--- config.mk ---
export PLATFORM = sky130hd
export DESIGN_NAME = multiword_add_sequencer
export DESIGN_NICKNAME = d
export VERILOG_FILES = /design/src/rtl/adder_pkg.sv /design/src/rtl/ripple_carry_adder.sv /design/src/rtl/multiword_add_sequencer.sv
export SDC_FILE = /design/constraint.sdc
export NUM_CORES = 1
export LEC_CHECK = 0
export CAP_MARGIN = 10
export CORE_ASPECT_RATIO = 0.8
export CORE_MARGIN = 3
export CORE_UTILIZATION = 40
export CTS_BUF_LIST = sky130_fd_sc_hd__clkbuf_8
export CTS_CLUSTER_SIZE = 30
export DETAILED_ROUTE_END_ITERATION = 10
export GPL_TIMING_DRIVEN = 1
export PLACE_DENSITY = 0.78
export REMOVE_ABC_BUFFERS = 1
export SLEW_MARGIN = 20
export SYNTH_ARGS = -nofsm -noshare
export SYNTH_HDL_FRONTEND = slang
export SYNTH_SLANG_ARGS = --single-unit
--- constraint.sdc ---
create_clock -name clk -period 5.2 [get_ports clk]
set_input_delay 1.04 -clock clk [delete_from_list [all_inputs] [get_ports clk]]
set_output_delay 1.04 -clock clk [all_outputs]
set_load 0.01 [all_outputs]
--- src/rtl/adder_pkg.sv ---
// Shared types and helpers for the multi-word add sequencer.
package adder_pkg;

    localparam int WORD_W    = 32;
    localparam int MAX_WORDS = 16;
    localparam int MAX_W     = WORD_W * MAX_WORDS;
    localparam int IDX_W     = 4;

    typedef enum logic [1:0] {
        IDLE,
        RUN,
        DONE
    } seq_state_t;

    // Returns 32-bit word idx of a zero-extended operand vector.
    function automatic logic [WORD_W-1:0] word_sel(input logic [MAX_W-1:0] vec,
                                                   input logic [IDX_W-1:0] idx);
        return vec[idx*WORD_W +: WORD_W];
    endfunction

endpackage

--- src/rtl/ripple_carry_adder.sv ---
// 32-bit adder slice with carry out and two's-complement overflow.
module ripple_carry_adder
    import adder_pkg::*;
(
    input  logic [WORD_W-1:0] A,
    input  logic [WORD_W-1:0] B,
    input  logic              Cin,
    output logic [WORD_W-1:0] Sum,
    output logic              Cout,
    output logic              Overflow
);

    logic carry_into_msb;

    always_comb begin
        {Cout, Sum}    = {1'b0, A} + {1'b0, B} + {{WORD_W{1'b0}}, Cin};
        // Carry into the MSB is recoverable from the MSB sum bit.
        carry_into_msb = A[WORD_W-1] ^ B[WORD_W-1] ^ Sum[WORD_W-1];
        Overflow       = carry_into_msb ^ Cout;
    end

endmodule

--- src/rtl/multiword_add_sequencer.sv ---
// Sequences one NWORDS*32-bit add through a single 32-bit adder slice, LSW first.
// Optional subtract mode: define ADDSEQ_SUBTRACT_EN to add the op_sub port.
module multiword_add_sequencer
    import adder_pkg::*;
#(
    parameter int NWORDS = 4,
    parameter int W      = WORD_W * NWORDS
) (
    input  logic         clk,
    input  logic         rst,
    input  logic         in_valid,
    output logic         in_ready,
    input  logic [W-1:0] A,
    input  logic [W-1:0] B,
    input  logic         Cin,
`ifdef ADDSEQ_SUBTRACT_EN
    input  logic         op_sub,
`endif
    output logic         out_valid,
    input  logic         out_ready,
    output logic [W-1:0] Sum,
    output logic         Cout,
    output logic         Overflow,
    output logic         busy
);

    seq_state_t        state, state_nxt;
    logic [IDX_W-1:0]  idx;
    logic              carry;
    logic [W-1:0]      a_reg, b_reg;
    logic [MAX_W-1:0]  a_ext, b_ext;
    logic [WORD_W-1:0] slice_a, slice_b, slice_sum;
    logic              slice_cout, slice_ovf;
    logic              accept, last_word;

    assign accept    = (state == IDLE) && in_valid;
    assign last_word = (idx == IDX_W'(NWORDS - 1));

    always_ff @(posedge clk) begin
        if (rst) state <= IDLE;
        else     state <= state_nxt;
    end

    always_comb begin
        state_nxt = state;
        in_ready  = 1'b0;
        out_valid = 1'b0;
        busy      = 1'b0;
        case (state)
            IDLE: begin
                in_ready = 1'b1;
                if (in_valid) state_nxt = RUN;
            end
            RUN: begin
                busy = 1'b1;
                if (last_word) state_nxt = DONE;
            end
            DONE: begin
                out_valid = 1'b1;
                if (out_ready) state_nxt = IDLE;
            end
            default: state_nxt = IDLE;
        endcase
    end

    assign a_ext   = MAX_W'(a_reg);
    assign b_ext   = MAX_W'(b_reg);
    assign slice_a = word_sel(a_ext, idx);
    assign slice_b = word_sel(b_ext, idx);

    ripple_carry_adder u_slice (
        .A        (slice_a),
        .B        (slice_b),
        .Cin      (carry),
        .Sum      (slice_sum),
        .Cout     (slice_cout),
        .Overflow (slice_ovf)
    );

    always_ff @(posedge clk) begin
        if (rst) begin
            idx      <= '0;
            carry    <= 1'b0;
            a_reg    <= '0;
            b_reg    <= '0;
            Sum      <= '0;
            Cout     <= 1'b0;
            Overflow <= 1'b0;
        end else if (accept) begin
            idx   <= '0;
            a_reg <= A;
`ifdef ADDSEQ_SUBTRACT_EN
            // Subtract is A + ~B + 1; B is stored pre-inverted.
            b_reg <= op_sub ? ~B : B;
            carry <= op_sub ? 1'b1 : Cin;
`else
            b_reg <= B;
            carry <= Cin;
`endif
        end else if (state == RUN) begin
            for (int w = 0; w < NWORDS; w++)
                if (idx == IDX_W'(w)) Sum[w*WORD_W +: WORD_W] <= slice_sum;
            carry <= slice_cout;
            idx   <= idx + 1'b1;
            if (last_word) begin
                Cout     <= slice_cout;
                Overflow <= slice_ovf;
            end
        end
    end

endmodule

==> impl_metrics.ini <==
; yosys + openroad results
[final_layout]
clock_area_share_pct = 5.957
comb_cells = 1520
regArea_sq_mm = 0.007875
fillers = 3825
nets = 2711
sh_seq_area_pct = 34.27
comb_share_pct = 38.25
n_all_inverters = 10

[setup_path]
crit_arrival_ps = 5130
cp-end-kind = flip-flop
critPathKind = reg -> reg
crit_family = AND-OR/OR-AND gates
crit_fanout = 38
worst-path-buf-inv = 1

[pwr]
finalPower_mw = 7.109
p_int_mw = 5.189

[placement]
hpwl_mm = 41.43
pre_cts_slack_ps = 620.9
place.gp.congestion = 0.9264

[clock_tree]
cts_resized = 0
post-cts-setup-buffers = 0
tritoncts = yes
cts_hold_buf = 0
clk_latency_ps = 620
cts_num_sinks = 393

[run_status]
outcome = finished, final reports clean

[final_timing]
fmax_ghz = 0.2145
tns_ps = 0
tightest_slew_ps = 972.0
relSlewSlack_pct = 35.20
setup_viol = 0
min_period_over_period_pct = 89.67

[global_route]
overflow = 0
groute.usage.overall_pct = 24.37
grt_pass1_wl_mm = 87.64

[routing]
wl_per_cell_um = 19.03
via_per_inst = 5.288

[die]
core_sq_mm = 0.04225

[synthesis]
syn_area_per_cell_sq_um = 8.289
yosysUniqueCellTypes = 59
yosysCellCount = 2085
ys_chip_area_sq_mm = 0.01728
-- cells in the final DEF, fill, tap and decap left out, types with 4 or more instances in the layout --
master and instances:
mux4_2 64, nor3_1 13, and2_1 68, dfxtp_1 391, a21oi_1 372, a31oi_1 4
and3_1 11, o21ai_1 12, nand3_1 10, and4_1 4, o21ai_0 21, clkinv_2 11
xor2_1 15, o311ai_1 5, a21boi_0 4, nor2_1 69, o211ai_1 4, nor2b_1 4
buf_4 23, o21a_1 4, ha_1 35, a21o_1 18, buf_12 5, nand3_2 4
nand3b_1 31, a211oi_1 18, clkbuf_8 80, clkinvlp_4 5, inv_1 28, nand2b_1 7
clkdlybuf4s50_1 392, nand2_1 666, nand4_1 6, xnor2_1 13
-- power groups by stage --
stage | Sequential (mW) | Clock [mW] | Combinational, mW
finish | 3.24 | 2.85 | 1.02
global route | 3.25 | 3.05 | 1.11
CTS | 3.24 | 2.91 | 1.02
detailed placement | 3.30 | 0 | 1.02
global placement | 3.29 | 0 | 0.999
floorplan | 3.29 | 0 | 0.528
-- worst min-delay path, stage by stage (launching register included) --
cell and delay [ps]:
dfxtp_1 300, nand2_1 50, a21oi_1 50
-- worst paths after layout --
check,cells past startpoint,to,slack (ps),startpoint
max,11,Sum[94],540,idx[1]
min,2,a_reg[38],450,a_reg[38]
max reg2reg,11,Sum[94],540,idx[1]
min reg2reg,2,a_reg[38],450,a_reg[38]
-- metrics by stage --
stage               cell area (sq um)  instances
floorplan                       16660       1923
global placement                21600       2896
detailed placement              21600       2896
CTS                             22970       3015
global route                    22970       3015
finish                          22980       3017
-- synthesized netlist by cell type (5+ instances only) --
| cell | instances | area share, % |
|---|---|---|
| nand3_1 | 14 | 0.41 |
| a21oi_1 | 372 | 11 |
| buf_2 | 7 | 0.20 |
| a211oi_1 | 18 | 0.78 |
| nor3_1 | 13 | 0.38 |
| o21ai_1 | 12 | 0.35 |
| nand2_1 | 667 | 14 |
| buf_1 | 5 | 0.11 |
| ha_1 | 35 | 2.5 |
| nand4_1 | 6 | 0.22 |
| inv_1 | 10 | 0.22 |
| mux4_2 | 64 | 8.3 |
| and2_1 | 69 | 2.5 |
| nand2b_1 | 7 | 0.25 |
| nand3b_1 | 31 | 1.3 |
| nor2_1 | 70 | 1.5 |
| o311ai_1 | 5 | 0.25 |
| clkbuf_1 | 149 | 3.2 |
| xor2_1 | 15 | 0.76 |
| dfxtp_1 | 393 | 46 |
| xnor2_1 | 13 | 0.66 |
| a21o_1 | 18 | 0.78 |
| and3_1 | 11 | 0.40 |
| o21ai_0 | 21 | 0.61 |
-- cell families after synthesis --
| family | share of synthesized area (%) |
|---|---|
| compound gates | 15.78 |
| simple gates | 22.24 |
| xor+xnor | 1.513 |
| mux | 8.341 |
| fa+ha+maj | 2.766 |
| buf+inv | 3.830 |
| flops | 45.53 |
-- metal layers --
metal	routed length, um	GRT usage (%)
met1	24550	31.21
met3	4829	6.718
met5	0	0
met4	1815	8.926
met2	26240	39.59
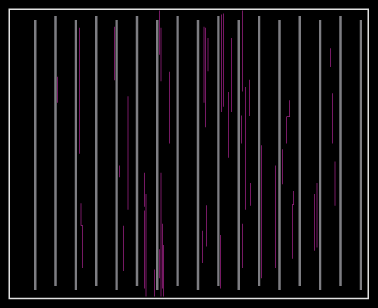
Fig. 1. The metal 4 layer.
Drawn at 1.5 px/um. Supply wires on this layer in gray.
wire length on this layer: 1820 um
nets with wire on the layer: 34
main direction: vertical
longest straight run: 88.4 um
WL final: 57.43 mm
vias post-DR: 15950

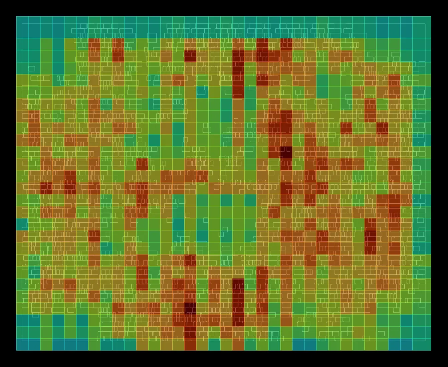
Fig. 2. Routing congestion.
GRT busiest layer: met2
GR Util met1: 31.21%

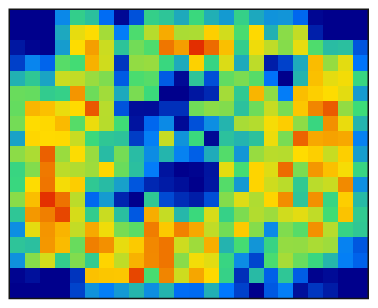
Fig. 3. Cell density map.
Drawn at 1.5 px/um. 24 x 19 tiles, from dark blue (low) to red (high), 0 to 100% covered.
fullest tile: 95%
mean over tiles: 49%
nearly empty tiles: 8.1%
tiles over 75% full: 19%

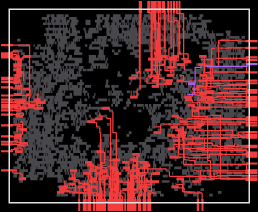
Fig. 4. Wires at chosen ports, followed through buffers.
Drawn at 1 px/um.
| color | port | direction | edge | end cells | buffers | wire |
|---|---|---|---|---|---|---|
| red | Sum | output | 49 bottom, 39 right, 23 left, 17 top | 128 | 128 | 6930 um |
| purple | Overflow | output | right | 1 | 1 | 84.7 um |
Port Buffers: 393
Ports: 394

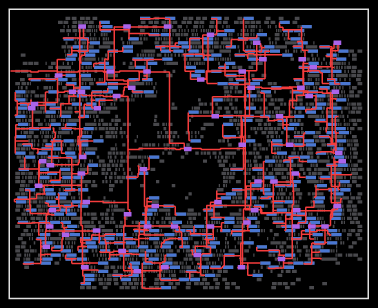
Fig. 5. Clock distribution.
Drawn at 1.5 px/um.
[red] clock wires | length: 5360 um
[blue] flip-flops | count: 393
[purple] clock drivers | count: 67
routed clock nets: 68

Power and IR drop assume default switching activity.
